--- src/rtl/bk_pipelined_subtractor.sv ---
// -----------------------------------------------------------------------------
// bk_pipelined_subtractor
//   Three-stage pipelined Brent-Kung prefix subtractor.
//   It computes diff = a - b - bin as a + ~b + ~bin, using a prefix
//   generate/propagate tree.
//     Stage 1 (_p1) : bit generate/propagate, carry-in c0 = ~bin.
//     Stage 2 (_p2) : up-sweep group generate/propagate.
//     Stage 3 (_p3) : down-sweep prefix carries, difference, borrow, overflow.
//   One operand pair per cycle over valid/ready. All stages advance together
//   when the output register is empty or being drained.
//
// Ports
//   clk        rising-edge clock
//   rst_n      asynchronous active-low reset (clears valids and outputs)
//   in_valid   operand pair {a,b,bin} valid
//   in_ready   pair accepted this cycle (combinational from out_ready/state)
//   a, b       minuend / subtrahend, WIDTH bits
//   bin        borrow in
//   out_valid  diff/bout/ovf valid
//   out_ready  consumer accepts result this cycle
//   diff       (a - b - bin) mod 2**WIDTH
//   bout       borrow out, 1 iff a < b + bin (unsigned)
//   ovf        two's-complement overflow of the subtraction
// -----------------------------------------------------------------------------
`timescale 1ns/1ps
module bk_pipelined_subtractor #(
   parameter int WIDTH  = 32,
   parameter int LEVELS = 5
) (
   input  logic             clk,
   input  logic             rst_n,
   input  logic             in_valid,
   output logic             in_ready,
   input  logic [WIDTH-1:0] a,
   input  logic [WIDTH-1:0] b,
   input  logic             bin,
   output logic             out_valid,
   input  logic             out_ready,
   output logic [WIDTH-1:0] diff,
   output logic             bout,
   output logic             ovf
);

   logic             adv;

   logic             vld_p1_q, vld_p2_q, vld_p3_q;

   logic [WIDTH-1:0] g_d, p_d;
   logic [WIDTH-1:0] g_p1_q, p_p1_q;
   logic             c0_p1_q, am_p1_q, bm_p1_q;

   logic [WIDTH-1:0] gt_d, pt_d;
   logic [WIDTH-1:0] gt_p2_q, pt_p2_q, p_p2_q;
   logic             c0_p2_q, am_p2_q, bm_p2_q;

   logic [WIDTH-1:0] gpre, ppre;
   logic [WIDTH:0]   c;
   logic [WIDTH-1:0] diff_d;
   logic             bout_d, ovf_d;
   logic [WIDTH-1:0] diff_q;
   logic             bout_q, ovf_q;

   // The whole pipeline moves as one; a full output register that is not
   // being drained freezes every stage, bubbles included.
   assign adv       = ~vld_p3_q | out_ready;
   assign in_ready  = adv;
   assign out_valid = vld_p3_q;
   assign diff      = diff_q;
   assign bout      = bout_q;
   assign ovf       = ovf_q;

   // ---- stage 1: bit generate / propagate of a + ~b ----
   assign g_d = a & ~b;
   assign p_d = a ^ ~b;

   always_ff @(posedge clk) begin
      if (adv) begin
         g_p1_q  <= g_d;
         p_p1_q  <= p_d;
         c0_p1_q <= ~bin;
         am_p1_q <= a[WIDTH-1];
         bm_p1_q <= b[WIDTH-1];
      end
   end

   // ---- stage 2: up-sweep ----
   // Tree level k-1 (block k): node i with i mod 2**k == 2**k-1 absorbs
   // node i-2**(k-1); every other node passes through.
   for (genvar k = 0; k <= LEVELS; k++) begin : g_up
      logic [WIDTH-1:0] gg, pp;
      if (k == 0) begin : g_base
         assign gg = g_p1_q;
         assign pp = p_p1_q;
      end else begin : g_lvl
         for (genvar i = 0; i < WIDTH; i++) begin : g_bit
            if ((i % (2**k)) == (2**k) - 1) begin : g_op
               assign gg[i] = g_up[k-1].gg[i]
                            | (g_up[k-1].pp[i] & g_up[k-1].gg[i - 2**(k-1)]);
               assign pp[i] = g_up[k-1].pp[i] & g_up[k-1].pp[i - 2**(k-1)];
            end else begin : g_pass
               assign gg[i] = g_up[k-1].gg[i];
               assign pp[i] = g_up[k-1].pp[i];
            end
         end
      end
   end

   assign gt_d = g_up[LEVELS].gg;
   assign pt_d = g_up[LEVELS].pp;

   always_ff @(posedge clk) begin
      if (adv) begin
         gt_p2_q <= gt_d;
         pt_p2_q <= pt_d;
         p_p2_q  <= p_p1_q;
         c0_p2_q <= c0_p1_q;
         am_p2_q <= am_p1_q;
         bm_p2_q <= bm_p1_q;
      end
   end

   // ---- stage 3: down-sweep, difference and flags ----
   // Step j uses span K = LEVELS-1-j. Node i with i == 2**K-1 (mod 2**(K+1))
   // and i >= 2**(K+1) still holds only [i : i-2**K+1]; its left neighbour
   // i-2**K is already a full prefix, so one combine completes node i.
   for (genvar j = 0; j < LEVELS; j++) begin : g_dn
      logic [WIDTH-1:0] gg, pp;
      if (j == 0) begin : g_base
         assign gg = gt_p2_q;
         assign pp = pt_p2_q;
      end else begin : g_lvl
         localparam int K = LEVELS - 1 - j;
         for (genvar i = 0; i < WIDTH; i++) begin : g_bit
            if ((i >= 2**(K+1)) && (((i + 1) % (2**(K+1))) == 2**K)) begin : g_op
               assign gg[i] = g_dn[j-1].gg[i]
                            | (g_dn[j-1].pp[i] & g_dn[j-1].gg[i - 2**K]);
               assign pp[i] = g_dn[j-1].pp[i] & g_dn[j-1].pp[i - 2**K];
            end else begin : g_pass
               assign gg[i] = g_dn[j-1].gg[i];
               assign pp[i] = g_dn[j-1].pp[i];
            end
         end
      end
   end

   assign gpre = g_dn[LEVELS-1].gg;
   assign ppre = g_dn[LEVELS-1].pp;

   // c[i+1] = G[i:0] | P[i:0] & c0 ; carry out is the inverted borrow.
   assign c      = {gpre | (ppre & {WIDTH{c0_p2_q}}), c0_p2_q};
   assign diff_d = p_p2_q ^ c[WIDTH-1:0];
   assign bout_d = ~c[WIDTH];
   assign ovf_d  = (am_p2_q != bm_p2_q) & (diff_d[WIDTH-1] != am_p2_q);

   always_ff @(posedge clk or negedge rst_n) begin
      if (!rst_n) begin
         vld_p1_q <= 1'b0;
         vld_p2_q <= 1'b0;
         vld_p3_q <= 1'b0;
      end else if (adv) begin
         vld_p1_q <= in_valid;
         vld_p2_q <= vld_p1_q;
         vld_p3_q <= vld_p2_q;
      end
   end

   // Output registers only take real results so a bubble never disturbs them.
   always_ff @(posedge clk or negedge rst_n) begin
      if (!rst_n) begin
         diff_q <= '0;
         bout_q <= 1'b0;
         ovf_q  <= 1'b0;
      end else if (adv && vld_p2_q) begin
         diff_q <= diff_d;
         bout_q <= bout_d;
         ovf_q  <= ovf_d;
      end
   end

endmodule

--- config.mk ---
export PLATFORM = sky130hd
export DESIGN_NAME = bk_pipelined_subtractor
export DESIGN_NICKNAME = d
export VERILOG_FILES = /design/src/rtl/bk_pipelined_subtractor.sv
export SDC_FILE = /design/constraint.sdc
export NUM_CORES = 1
export LEC_CHECK = 0
export CAP_MARGIN = 20
export CELL_PAD_IN_SITES_DETAIL_PLACEMENT = 1
export CELL_PAD_IN_SITES_GLOBAL_PLACEMENT = 1
export CORE_MARGIN = 10
export CORE_UTILIZATION = 42
export CTS_BUF_LIST = sky130_fd_sc_hd__clkbuf_4
export CTS_CLUSTER_DIAMETER = 120
export DETAILED_ROUTE_END_ITERATION = 10
export GPL_ROUTABILITY_DRIVEN = 0
export GPL_TIMING_DRIVEN = 1
export HOLD_SLACK_MARGIN = 0.06
export PLACE_DENSITY = 0.85
export SLEW_MARGIN = 20
export SYNTH_ARGS = -nofsm -noshare
export SYNTH_HDL_FRONTEND = slang
export SYNTH_SLANG_ARGS = --single-unit
--- constraint.sdc ---
create_clock -name clk -period 8 [get_ports clk]
set_clock_uncertainty 0.2 [all_clocks]
set_input_delay 1.6 -clock clk [delete_from_list [all_inputs] [get_ports clk]]
set_output_delay 1.6 -clock clk [all_outputs]
set_load 0.005 [all_outputs]
**A small window of the routed layout**

Scale bar: 10 um. Region (61, 61) to (91, 91) um. Cells in gray, sequential cells in the stronger gray; small squares are vias.
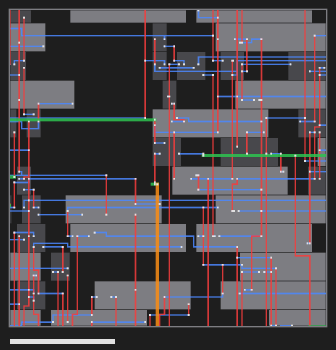
blue -> M1
green -> M3
red -> M2
orange -> M4
cells with their middle in the window = 30
most frequent = edfxtp_1 (9), nand2_1 (4), dfrtp_1 (4)
netlist names of flops here include = diff (4), g_dn.gg (2), g_dn.pp (2)
sequential cells in the window = 13

**M1 wires**

Supply wires on this layer in gray.
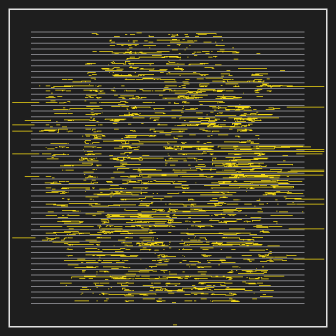
nets with wire on the layer = 644
share of all routed wire = 40%
longest straight run = 56.6 um
wire length on this layer = 5850 um
main direction = horizontal
drt total wl: 14.75 mm
via count: 4078
grt met1 use: 13.32%

**Wiring by layer**

Only two layers are drawn.
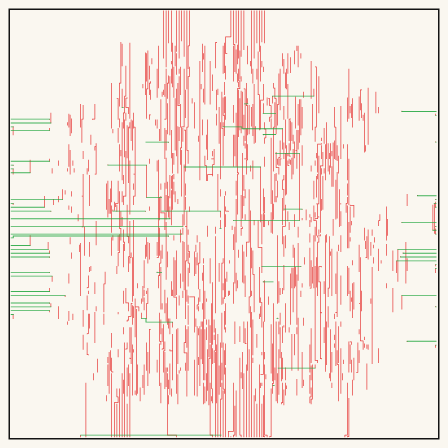
green -> M3  # wire length 868 um
red -> M2  # wire length 7780 um
Avg WL per Cell: 17.79 um
GRT Overall Usage: 12.88%

**The metal 4 layer**

Supply wires on this layer in gray.
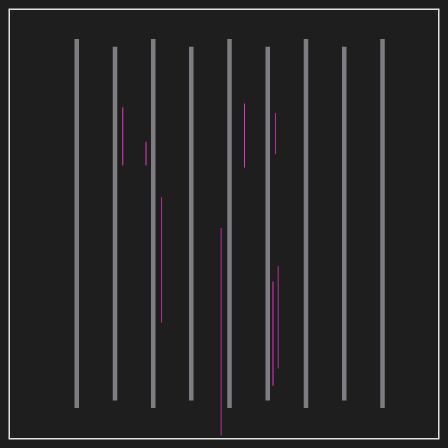
share of all routed wire = 1.7%
main direction = vertical

**Clock routing**

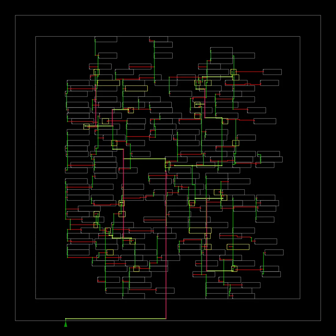
clock buffer count: 17
CTS sink cnt: 187
registers: 187

Yosys cell counts, types with 2 or more instances:
master,count
a21o_1,20
a21o_2,3
a21oi_1,22
a221o_1,2
a31oi_1,2
and2_1,12
and3_1,6
buf_2,2
clkbuf_1,5
dfrtp_1,37
edfxtp_1,150
ha_1,33
inv_1,42
mux2_2,3
nand2_1,32
nand2b_1,3
nand3_1,5
nand4_1,2
nor2_1,5
nor2b_1,2
nor3b_1,6
o21ai_0,33
or4_1,3
xnor2_1,13
xor2_1,14
worst max-delay path, stage by stage:
cell and delay [ns]:
clkdlybuf4s50_1 0.47, nand2b_4 0.19, clkdlybuf4s50_1 0.53
==> impl_metrics.py <==
# Flow results
metrics = {
    "outcome": {
        "status": "finished clean",
    },
    "global_routing": {
        "met2_usage_pct": 22.76,
        "grt_pass1_vias": 4570,
    },
    "cells_and_area": {
        "largest_class": "flip-flops and latches",
        "antennaDiodeCount": 1,
        "inverters_excl_clock": 42,
        "comb_share_pct": 19.06,
        "filler_cell_count": 1692,
        "clk_share_pct": 3.764,
    },
    "worst_setup_path": {
        "crit_path_start": "out_ready",
        "rr_worst_depth": 4,
        "end_kind": "output pin",
        "cp_data_required_time_ns": 6.20,
    },
    "yosys": {
        "syn_nets": 575,
        "async_flop_share_pct": 19.79,
        "yosys_warnings": 0,
        "ys_types": 41,
    },
    "power_and_ir_drop": {
        "p_sw_mw": 0.7517,
        "p_clk_mw": 0.580,
        "pwr-share-comb_pct": 22.8,
        "seq_power_share_pct": 55.4,
        "power_leader": "registers",
    },
    "sta": {
        "post-route-period-util_pct": 57.30,
    },
    "run": {
        "warnings": 26,
    },
    "placed_design": {
        "dp_hpwl_mm": 10.92,
        "place_ws_ns": 3.312,
        "io_buffers": 104,
        "place_area_um2": 8626,
    },
    "die": {
        "die_h_um": 152.0,
    },
    "detailed_routing": {
        "drtIter0Drc": 205,
        "m1WireLength_mm": 5.847,
    },
    "worst_hold_path": {
        "min_to": "g_dn[0].gg[6]$_DFFE_PN_",
    },
}
Power and IR drop assume default switching activity.
